==> images/io_fan.png <==
Bar = 20 um.
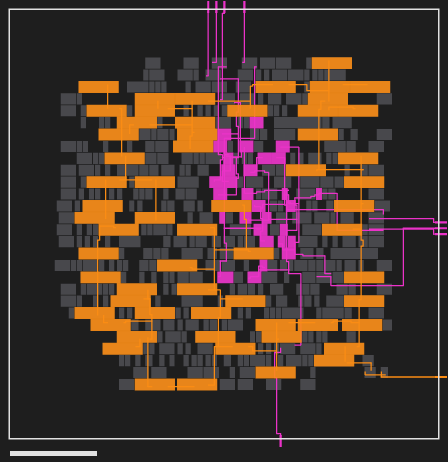
==> images/flops_by_reg.png <==
Bar = 20 um.
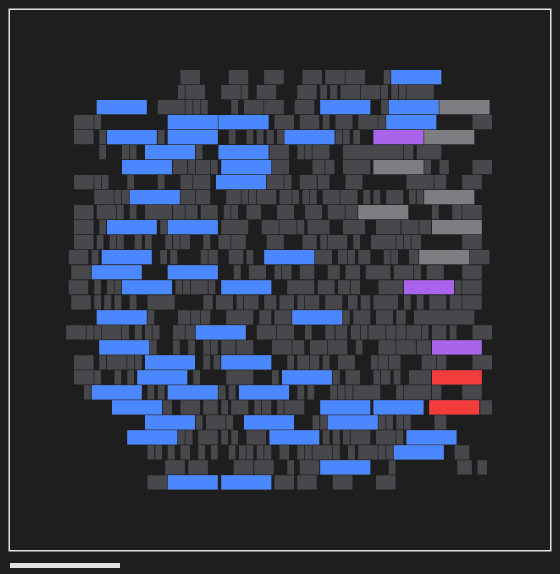
==> images/congestion.png <==
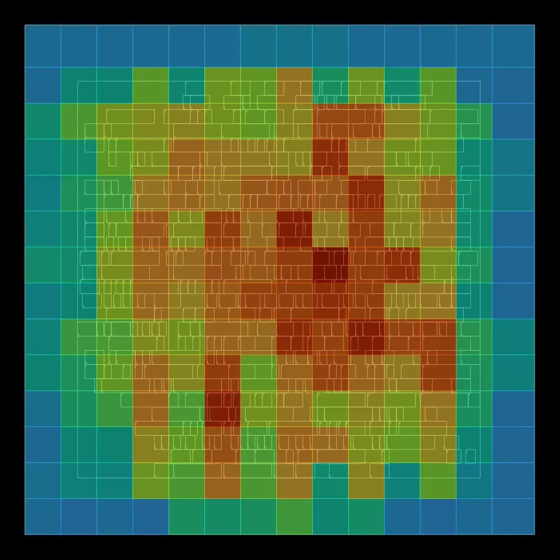
==> images/detail.png <==
Bar = 10 um. Window x 12 to 37, y 12 to 37 um. Cells in gray, sequential cells in the stronger gray; small squares are vias.
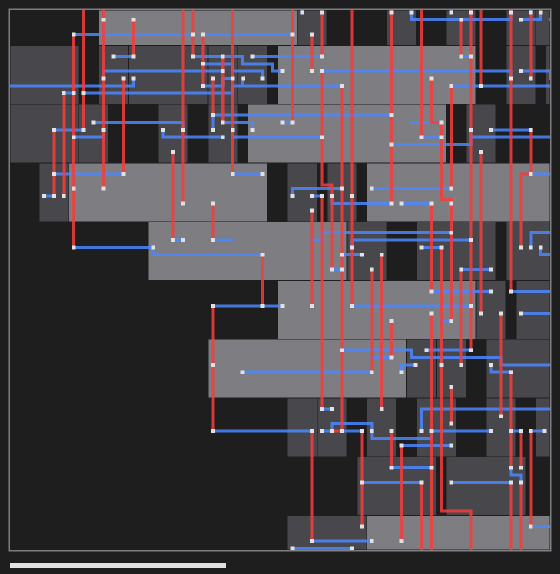
Design sa_addr_filter, sky130hd; sources not shown.
==> reports/metrics.cfg <==
[outcome]
outcome = finished, final reports clean

[place]
hpwl_um = 6230
place_congestion = 0.882

[synth]
simple_gate_area_frac = 0.291
synthDistinctLibCells = 53
ys_seq_frac = 0.468
most_common_cell = nand2_1
common_cells = nand2_1, dfrtp_1, clkbuf_1, a21oi_1
fa_ha_area_frac = 0.0195

[cts]
ctsHoldBuffers = 0
cts_made_buffers = 9

[global_routing]
grt_pass1_wl_um = 14500
use_met1 = 0.213
antenna_found_initial = 0
grt_max_degree = 61

[setup_path]
critPathKind = in -> reg
arrival_ps = 4440
cpMaxStageDelayCell = clkdlybuf4s50_1
end_kind = flip-flop
r2r_setup_slack_ps = 5180
cp_top_family = simple AND/OR/NAND/NOR gates

[drt]
vias_per_cell = 5.61
ant_nets = 0
vias = 2952
wl_met1_um = 3600
drtIter0Drc = 185

[floorplan]
die_y_um = 97.8

[sta]
clock.fmax_mhz = 236
holdWs_ps = 429
worst_slew_pin_slew_ps = 868
finalMaxSlewViolations = 0
setup_ws_ps = 4560

[flow_run]
drv_cap = 0
tool_warnings = 45

[worst_hold_path]
holdPathStages = 2

[finish]
seq_cell_count = 60
comb_cells = 292
lay_top_count = nand2_1
clock_buffers = 13

Notes on io_fan.png above:
| color | port | direction | end cells | buffers | wire |
|---|---|---|---|---|---|
| orange | rst_n | input | 60 | 2 | 415 um |
| magenta | rx_data | input | 30 | 8 | 581 um |
I/O Pins: 84
port bufs: 67

Notes on flops_by_reg.png above:
| color | signal | placed flops |
|---|---|---|
| purple | cnt_q | 3 |
| blue | sa_q | 48 |
| red | state_q | 2 |
not colored: 7
fraction of area in registers: 0.363
Final Util: 0.703
sequential group power: 0.340 mW
Flop area: 1500 um^2

Notes on congestion.png above:
gr usage total: 0.182
WL per Instance: 16.6 um

Notes on detail.png above:
| color | layer |
|---|---|
| red | metal 2 |
| blue | metal 1 |
cells with their middle in the window: 42
sequential cells in the window: 9
most frequent: nand2_1 (20), dfrtp_1 (9), clkdlybuf4s50_1 (8)

No activity file was given, so power comes from the tool's default toggle rates.
